==> config.mk <==
export PLATFORM = sky130hd
export DESIGN_NAME = tdm_demux_4x4
export DESIGN_NICKNAME = d
export VERILOG_FILES = /design/src/rtl/tdm_demux_4x4_pkg.sv /design/src/rtl/tdm_slot_decode.sv /design/src/rtl/tdm_demux_4x4.sv
export SDC_FILE = /design/constraint.sdc
export NUM_CORES = 1
export LEC_CHECK = 0
export ABC_AREA = 1
export CAP_MARGIN = 10
export CORE_UTILIZATION = 35
export DETAILED_ROUTE_END_ITERATION = 6
export PLACE_DENSITY = 0.62
export SYNTH_ARGS = -nofsm -noshare
export SYNTH_HDL_FRONTEND = slang
export SYNTH_SLANG_ARGS = --single-unit
==> constraint.sdc <==
create_clock -name clk -period 2.22 [get_ports clk]
set_input_delay 0.333 -clock clk [delete_from_list [all_inputs] [get_ports clk]]
set_output_delay 0.333 -clock clk [all_outputs]
set_load 0.01 [all_outputs]
==> src/rtl/tdm_demux_4x4_pkg.sv <==
// ============================================================================
// tdm_demux_4x4_pkg : shared constants, FSM state type and slot indices
// Revision : 1.0
// ============================================================================
`default_nettype none

package tdm_demux_4x4_pkg;

  localparam int NUM_SLOTS = 4;
  localparam int DATA_W    = 4;

  typedef logic [0:0] state_t;
  localparam state_t ST_IDLE = 1'b0;
  localparam state_t ST_RECV = 1'b1;

  localparam logic [1:0] SLOT_A = 2'd0;
  localparam logic [1:0] SLOT_B = 2'd1;
  localparam logic [1:0] SLOT_C = 2'd2;
  localparam logic [1:0] SLOT_D = 2'd3;

  function automatic logic even_parity(input logic [DATA_W-1:0] d);
    return ^d;
  endfunction

endpackage

`default_nettype wire

==> src/rtl/tdm_slot_decode.sv <==
// ============================================================================
// tdm_slot_decode : slot index + enable -> active-low one-hot slot strobe
// Revision : 1.0
// ============================================================================
`default_nettype none

module tdm_slot_decode
  import tdm_demux_4x4_pkg::*;
(
  input  logic [1:0]           slot_i,
  input  logic                 en_i,
  output logic [NUM_SLOTS-1:0] slot_n_o
);

  always_comb begin
    slot_n_o = '1;
    if (en_i) slot_n_o[slot_i] = 1'b0;
  end

endmodule

`default_nettype wire

==> src/rtl/tdm_demux_4x4.sv <==
// ============================================================================
// tdm_demux_4x4 : 4-slot TDM demultiplexer with shadow registers and atomic
//                 frame commit. Optional parity check: define PARITY_CHECK_EN.
// Revision : 1.0
// ============================================================================
`default_nettype none

module tdm_demux_4x4
  import tdm_demux_4x4_pkg::*;
(
  input  logic              clk,
  input  logic              rst_n,
  input  logic [DATA_W-1:0] inDado,
  input  logic              inValido,
  input  logic              inInicio,
  input  logic              inParidade,
  output logic [DATA_W-1:0] outA,
  output logic [DATA_W-1:0] outB,
  output logic [DATA_W-1:0] outC,
  output logic [DATA_W-1:0] outD,
  output logic              outQuadroOk,
  output logic              outErro,
  output logic [3:0]        outSlot_n,
  output logic              outOcupado
);

  state_t            state_q, state_d;
  logic [1:0]        slot_q, slot_d;
  logic [DATA_W-1:0] shA_q, shA_d, shB_q, shB_d, shC_q, shC_d;
  logic [DATA_W-1:0] outA_q, outA_d, outB_q, outB_d, outC_q, outC_d, outD_q, outD_d;
  logic              ok_q, ok_d, err_q, err_d;
  logic [3:0]        slot_n_q, w_slot_n;
  logic              w_strobe_en;
  logic [1:0]        w_strobe_idx;
  logic              w_par_bad;

`ifdef PARITY_CHECK_EN
  assign w_par_bad = (inParidade != even_parity(inDado));
`else
  logic w_unused_par;
  assign w_unused_par = inParidade;
  assign w_par_bad    = 1'b0;
`endif

  always_comb begin
    state_d      = state_q;
    slot_d       = slot_q;
    shA_d        = shA_q;
    shB_d        = shB_q;
    shC_d        = shC_q;
    outA_d       = outA_q;
    outB_d       = outB_q;
    outC_d       = outC_q;
    outD_d       = outD_q;
    ok_d         = 1'b0;
    err_d        = 1'b0;
    w_strobe_en  = 1'b0;
    w_strobe_idx = slot_q;

    if (inValido) begin
      if (state_q == ST_IDLE) begin
        if (inInicio) begin
          if (w_par_bad) begin
            err_d = 1'b1;
          end else begin
            shA_d        = inDado;
            slot_d       = SLOT_B;
            state_d      = ST_RECV;
            w_strobe_en  = 1'b1;
            w_strobe_idx = SLOT_A;
          end
        end
      end else begin
        if (w_par_bad) begin
          err_d   = 1'b1;
          state_d = ST_IDLE;
          slot_d  = SLOT_A;
        end else if (inInicio) begin
          // Restart: the new word becomes slot A of a fresh frame
          err_d        = 1'b1;
          shA_d        = inDado;
          slot_d       = SLOT_B;
          w_strobe_en  = 1'b1;
          w_strobe_idx = SLOT_A;
        end else if (slot_q == SLOT_D) begin
          outA_d      = shA_q;
          outB_d      = shB_q;
          outC_d      = shC_q;
          outD_d      = inDado;
          ok_d        = 1'b1;
          state_d     = ST_IDLE;
          slot_d      = SLOT_A;
          w_strobe_en = 1'b1;
        end else begin
          case (slot_q)
            SLOT_A:  shA_d = inDado;
            SLOT_B:  shB_d = inDado;
            SLOT_C:  shC_d = inDado;
            default: ;
          endcase
          slot_d      = slot_q + 2'd1;
          w_strobe_en = 1'b1;
        end
      end
    end
  end

  tdm_slot_decode u_slot_decode (
    .slot_i   (w_strobe_idx),
    .en_i     (w_strobe_en),
    .slot_n_o (w_slot_n)
  );

  always_ff @(posedge clk or negedge rst_n) begin
    if (!rst_n) begin
      state_q  <= ST_IDLE;
      slot_q   <= SLOT_A;
      shA_q    <= '0;
      shB_q    <= '0;
      shC_q    <= '0;
      outA_q   <= '0;
      outB_q   <= '0;
      outC_q   <= '0;
      outD_q   <= '0;
      ok_q     <= 1'b0;
      err_q    <= 1'b0;
      slot_n_q <= 4'b1111;
    end else begin
      state_q  <= state_d;
      slot_q   <= slot_d;
      shA_q    <= shA_d;
      shB_q    <= shB_d;
      shC_q    <= shC_d;
      outA_q   <= outA_d;
      outB_q   <= outB_d;
      outC_q   <= outC_d;
      outD_q   <= outD_d;
      ok_q     <= ok_d;
      err_q    <= err_d;
      slot_n_q <= w_slot_n;
    end
  end

  assign outA        = outA_q;
  assign outB        = outB_q;
  assign outC        = outC_q;
  assign outD        = outD_q;
  assign outQuadroOk = ok_q;
  assign outErro     = err_q;
  assign outSlot_n   = slot_n_q;
  assign outOcupado  = (state_q == ST_RECV);

endmodule

`default_nettype wire

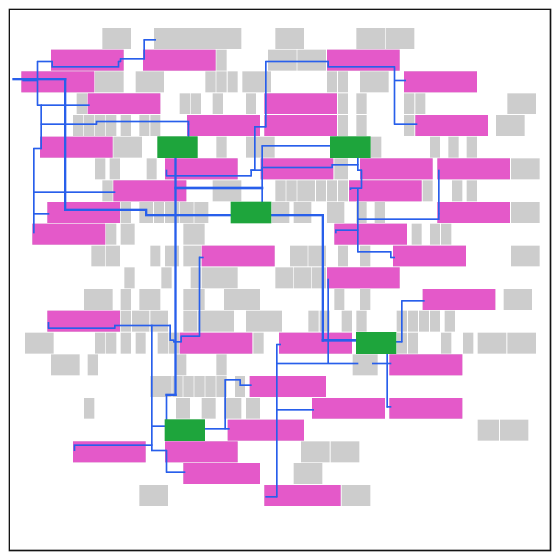
run_1/clock_map.png
Drawn at 8 px/um.
legend:
  blue:
    item: clock wires
    length: 484 um
  magenta:
    item: flip-flops
    count: 37
  green:
    item: cells driving clock nets
    count: 5
routed clock nets: 6
flops lie: all over the die

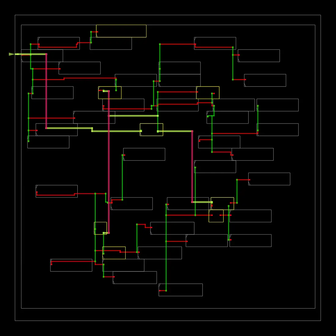
run_1/final_clocks.png
CTS sink count: 37
Clock Latency Late Sink: 300 ps
TritonCTS Buffers: 5

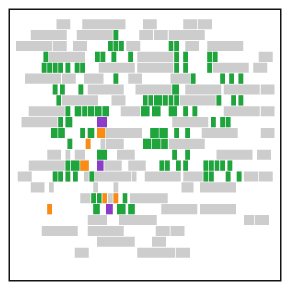
run_1/gate_families.png
Drawn at 4 px/um.
legend:
  orange:
    family: NOR gates
    cells: 6
  purple:
    family: inverting AOI/OAI gates
    cells: 3
  green:
    family: NAND gates
    cells: 101

run 1: routing by layer:
metal,up-vias,share of wire
met2,24,0.49
met4,0,0.026
met5,-,0
li1,589,-
met3,9,0.028
met1,552,0.46
run 1: cell type report:
| class | count | share of cell area |
|---|---|---|
| Multi-Input combinational cell | 114 | 0.263 |
| Timing Repair Buffer | 32 | 0.160 |
| Clock buffer | 5 | 0.0349 |
| Sequential cell | 37 | 0.472 |
| Inverter | 8 | 0.0152 |
| Tap cell | 50 | 0.0317 |
| Clock inverter | 3 | 0.0235 |
run 1: power breakdown:
part           internal (W)  leakage (nW)  switching, W  total (W)
clock              0.000336        0.0543      0.000259   0.000595
sequential         0.000939         0.464      0.000147    0.00109
combinational      0.000414         0.481      0.000425   0.000839
total               0.00169         0.999      0.000831    0.00252
==> results.sh, run 1 <==
# flow metrics
export IMPL_yosys_top_cells_area="dfrtp_1, nand2_1, dfstp_2"
export IMPL_die_area_um2=4550
export IMPL_ys_sh_simple=0.300
export IMPL_rows=23
export IMPL_grt_overflow=0
export IMPL_antenna_cells=0
export IMPL_worst_path_max_fanout=1
export IMPL_layoutNonFillerInstCount=249
export IMPL_drv_cap=0
export IMPL_top_area_cell="dfrtp_1"
export IMPL_cp_depth=1
export IMPL_finalSetupViolations=0
export IMPL_yosysTopAreaCellShare=0.550
export IMPL_ant_nets=0
export IMPL_register_area_um2=931
export IMPL_drv_slew=0
export IMPL_grt_pass1_wl_mm=5.31
export IMPL_fin_util=0.486
export IMPL_end_kind="output port"
export IMPL_final_common_cell="nand2_1"
export IMPL_openroad_warnings=30
export IMPL_synth_area_um2=1500
export IMPL_met3_usage=0.0405
export IMPL_power_leakage_nw=0.999
export IMPL_most_common_layout_cells="nand2_1, dfrtp_1, clkdlybuf4s50_1"
export IMPL_final_layout_size_suffix_gt1_frac=0.101
export IMPL_path_class="flip-flop to output port"
export IMPL_netlist_cell_type_count=17
export IMPL_grtUsageTotal=0.163
export IMPL_cts_buffer_depth=2
export IMPL_ys_cells=162
export IMPL_yosysWarningCount=0
export IMPL_met1_usage=0.200
export IMPL_synth_cells=162
export IMPL_synth_async_sr_flop_share=1.00
export IMPL_syn_to_final_growth_pct=31.4
export IMPL_crit_family="buffers and inverters"
export IMPL_clk_pin_slew_ps=80
export IMPL_fp_utilization=0.370
export IMPL_post_route_min_period_ps=1670
export IMPL_finClkSkew_ps=7.59
export IMPL_common_cells="nand2_1, dfrtp_1, nand3_1"
export IMPL_design_area_um2=1970
export IMPL_hpwl_mm=2.17
export IMPL_crit_arrival_ps=1340
export IMPL_holdWs_ps=450
export IMPL_rr_worst_depth=5
export IMPL_synth_nets=175
export IMPL_outcome="finished clean"
export IMPL_power_density_nw_per_um2=1280
export IMPL_die_h_um=67.5
export IMPL_critical_path_endpoint="outSlot_n[2]"
export IMPL_finalHoldViolations=0
export IMPL_num_vias=1174
export IMPL_hp_class="input pin to async pin"
export IMPL_rsz0062_at_grt="false"
export IMPL_dp_cells=241
export IMPL_cts_tree="done"
export IMPL_rrSetupSlack_ps=610
export IMPL_top_usage_layer="met2"
export IMPL_ir_drop_mv=0.552
export IMPL_io_buffers=30
export IMPL_core_um2=4060
export IMPL_routed_wl_mm=3.04
export IMPL_fin_nets=211
export IMPL_fmax_mhz=598
export IMPL_first_iter_violations=62
export IMPL_crit_required_ps=1890
export IMPL_dp_slack_ps=487
export IMPL_crit_start="outSlot_n[2]$_DFF_PN1_"
export IMPL_tightestPinTransition_ps=465
export IMPL_fillers=383
export IMPL_relSlewSlack=0.690
export IMPL_mux_area_frac=0
export IMPL_die_width_um=67.5
export IMPL_ys_sh_aoi=0.0117
export IMPL_postCtsHoldBufs=0
export IMPL_logic_family="simple AND/OR/NAND/NOR gates"
export IMPL_xor_area_frac=0
export IMPL_comb_area_um2=518
export IMPL_finalPower_w=0.00252
export IMPL_setup_ws_ps=548
export IMPL_finalSetupTns_ps=0
export IMPL_slowest_stage="clkdlybuf4s50_1"
export IMPL_drt_first_pass_iters=4
export IMPL_vias_per_cell=4.71
export IMPL_cts_resized_gates=0
export IMPL_grt_max_degree=38
export IMPL_drc_errors=0
export IMPL_postCtsSetupBuffers=0
export IMPL_worstPathCellList="clkdlybuf4s50_1"
export IMPL_synth_flops=37
export IMPL_rr_endpoint="shC_q[0]$_DFFE_PN0P_"
export IMPL_ys_seq_frac=0.621
export IMPL_yosys_cell_count_top_type="nand2_1"
export IMPL_start_kind="flip-flop"
export IMPL_synth_main_ff_cell="dfrtp_1"
export IMPL_cp_num_buf_inv=1
export IMPL_cp_slowest_stage_delay_ps=530
run_1/met3.png
Drawn at 8 px/um.
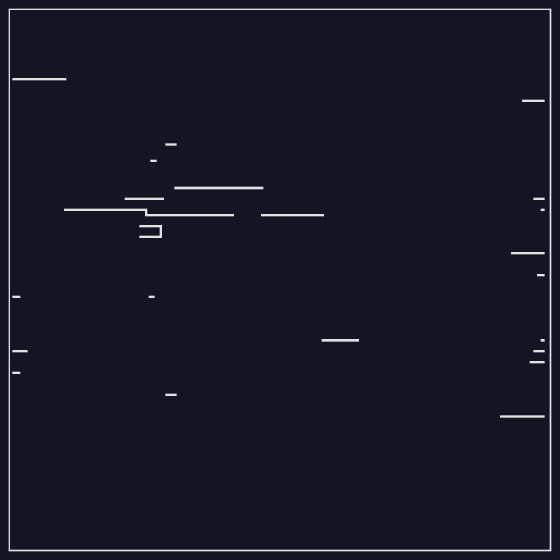

## Run 2: what changed since run 1
--- a/config.mk
+++ b/config.mk
@@ -9,7 +9,7 @@
 export CAP_MARGIN = 10
 export CORE_UTILIZATION = 35
 export DETAILED_ROUTE_END_ITERATION = 6
-export PLACE_DENSITY = 0.62
+export PLACE_DENSITY = 0.64
 export SYNTH_ARGS = -nofsm -noshare
 export SYNTH_HDL_FRONTEND = slang
 export SYNTH_SLANG_ARGS = --single-unit
==> constraint.sdc (replaced) <==
create_clock -name clk -period 1.4 [get_ports clk]
set_input_delay 0.21 -clock clk [delete_from_list [all_inputs] [get_ports clk]]
set_output_delay 0.21 -clock clk [all_outputs]
set_load 0.01 [all_outputs]
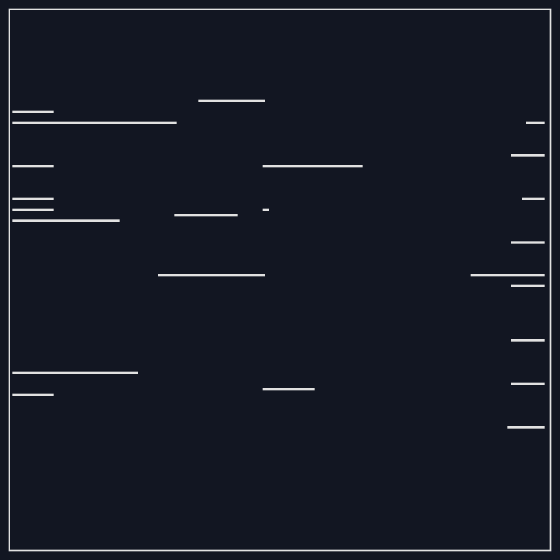
run_2/met3.png
Drawn at 8 px/um.
nets with wire on the layer: 18
wire length on this layer: 158 um

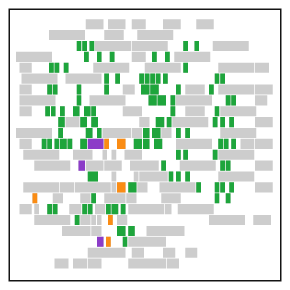
run_2/gate_families.png
Drawn at 4 px/um.
legend:
  purple:
    family: inverting AOI/OAI gates
    cells: 3
  green:
    family: NAND gates
    cells: 101
  orange:
    family: NOR gates
    cells: 6

==> run 2 against run 1 <==
  * Clock skew fell by 2.4 ps
  * Worst hold slack worse by 160 ps
  * Register-to-register slack got worse by 470 ps
  * Critical path type unchanged
  * Total power up 52%
  * Critical endpoint is now outErro
  * Synthesized area did not move
  * Non-clock buffer count is 13 higher
  * Flip-flop count unchanged
  * Via count grew 1.0%
  * Die size unchanged
  * Wire length fell by 3.1%
  * Clock power rose by about 30%
  * Combinational power is 62% higher
==> results.sh, run 2 <==
# flow metrics
export IMPL_outcome="finished clean"
export IMPL_worst_path_max_fanout=1
export IMPL_drc_errors=0
export IMPL_cts_tree="done"
export IMPL_worstPathCellList="clkdlybuf4s50_1"
export IMPL_hpwl_mm=2.06
export IMPL_cp_num_buf_inv=1
export IMPL_final_layout_size_suffix_gt1_frac=0.165
export IMPL_top_area_cell="dfrtp_1"
export IMPL_cts_buffer_depth=2
export IMPL_cp_depth=1
export IMPL_drv_slew=0
export IMPL_syn_to_final_growth_pct=41.2
export IMPL_fmax_mhz=742
export IMPL_cts_buffers=5
export IMPL_seq_cell_power_w=0.00169
export IMPL_common_cells="nand2_1, dfrtp_1, nand3_1"
export IMPL_dr_wl_met2_mm=1.34
export IMPL_ant_nets=0
export IMPL_logic_family="simple AND/OR/NAND/NOR gates"
export IMPL_drv_cap=0
export IMPL_synth_nets=175
export IMPL_vias_per_cell=4.53
export IMPL_comb_area_um2=524
export IMPL_crit_family="buffers and inverters"
export IMPL_rows=23
export IMPL_postCtsHoldBufs=0
export IMPL_drt_met1_wl_mm=1.40
export IMPL_register_area_um2=931
export IMPL_crit_arrival_ps=1140
export IMPL_layoutNonFillerInstCount=262
export IMPL_first_iter_violations=34
export IMPL_power_leader="sequential cells"
export IMPL_finalHoldViolations=0
export IMPL_grt_pass1_wl_mm=5.16
export IMPL_xor_area_frac=0
export IMPL_rrSetupSlack_ps=140
export IMPL_netlist_cell_type_count=17
export IMPL_dp_slack_ps=-28.9
export IMPL_ys_cells=162
export IMPL_synth_cells=162
export IMPL_final_common_cell="nand2_1"
export IMPL_end_kind="output port"
export IMPL_powerClk_w=0.000775
export IMPL_crit_start="outErro$_DFF_PN0_"
export IMPL_mux_area_frac=0
export IMPL_met3_usage=0.0574
export IMPL_design_area_um2=2120
export IMPL_clk_pin_slew_ps=70
export IMPL_yosysWarningCount=0
export IMPL_grt_overflow=0
export IMPL_die_area_um2=4550
export IMPL_post_route_min_period_ps=1350
export IMPL_synth_main_ff_cell="dfrtp_1"
export IMPL_synth_flops=37
export IMPL_hp_class="input pin to async pin"
export IMPL_tightestPinTransition_ps=231
export IMPL_setup_ws_ps=53.0
export IMPL_switching_share=0.333
export IMPL_top_usage_layer="met2"
export IMPL_fin_nets=224
export IMPL_cp_slowest_stage_delay_ps=530
export IMPL_drt_first_pass_iters=4
export IMPL_finalSetupViolations=0
export IMPL_ys_sh_simple=0.300
export IMPL_fp_utilization=0.370
export IMPL_relSlewSlack=0.845
export IMPL_ir_drop_mv=0.866
export IMPL_openroad_warnings=30
export IMPL_ys_sh_aoi=0.0117
export IMPL_fillers=392
export IMPL_yosys_top_cells_area="dfrtp_1, nand2_1, dfstp_2"
export IMPL_power_leakage_nw=1.24
export IMPL_p_sw_w=0.00128
export IMPL_ys_seq_frac=0.621
export IMPL_die_h_um=67.5
export IMPL_grt_max_degree=38
export IMPL_postCtsSetupBuffers=0
export IMPL_rr_worst_depth=5
export IMPL_finalPower_w=0.00383
export IMPL_core_um2=4060
export IMPL_rr_endpoint="shB_q[0]$_DFFE_PN0P_"
export IMPL_antenna_cells=0
export IMPL_synth_area_um2=1500
export IMPL_yosys_cell_count_top_type="nand2_1"
export IMPL_crit_required_ps=1190
export IMPL_most_common_layout_cells="nand2_1, dfrtp_1, nand3_1"
export IMPL_cts_resized_gates=11
export IMPL_synth_async_sr_flop_share=1.00
export IMPL_die_width_um=67.5
export IMPL_critical_path_endpoint="outErro"
export IMPL_io_buffers=30
export IMPL_clkPwrFrac=0.203
export IMPL_clkSinkCount=37
export IMPL_yosysTopAreaCellShare=0.550
export IMPL_powerComb_w=0.00136
export IMPL_met1_usage=0.194
export IMPL_dr_max_layer_used="met4"
export IMPL_slowest_stage="clkdlybuf4s50_1"
export IMPL_wl_met3_um=157
export IMPL_finClkSkew_ps=5.19
export IMPL_internal_power_w=0.00255
export IMPL_power_density_nw_per_um2=1810
export IMPL_p_comb_frac=0.356
export IMPL_p_seq_frac=0.441
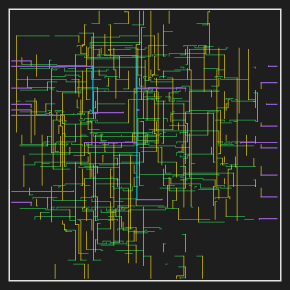
run_2/metal_stack.png
Drawn at 4 px/um.
legend:
  yellow:
    layer: met2
    wire_length: 1340 um
  cyan:
    layer: met4
    wire_length: 47.6 um
  green:
    layer: met1
    wire_length: 1400 um
  purple:
    layer: met3
    wire_length: 158 um
Routed WL: 2.95 mm
Routed WL per cell: 11.3 um
GRT Total Usage: 0.156
vias: 1186

## run 2: netlist changes by cell type in the layout (fill, tap and decap cells not counted), sizes merged, moves of 10 or more
cell,before,now
dlygate4sd2,0,11
buf,2,15
dlymetal6s2s,0,10
clkdlybuf4s50,30,9
## run 2: area by class of cell
| class | instances | share of cell area |
|---|---|---|
| clock buffers | 6 | 0.0390 |
| clock inverters | 2 | 0.00650 |
| inverters | 8 | 0.0142 |
| multi-input cells | 114 | 0.247 |
| flip-flops and latches | 37 | 0.439 |
| well taps | 50 | 0.0295 |
| repair buffers | 45 | 0.224 |
## run 2: through the flow
stage	setup TNS, ps	utilization	hold slack, ps
after floorplan	0	-	-85.6
after global placement	-199	0.494	458
after detailed placement	-305	0.494	457
after CTS	0	0.514	296
after global routing	-0.750	0.522	321
final	0	0.522	294
Power figures rest on the tool's default switching activity, not on a simulated workload.
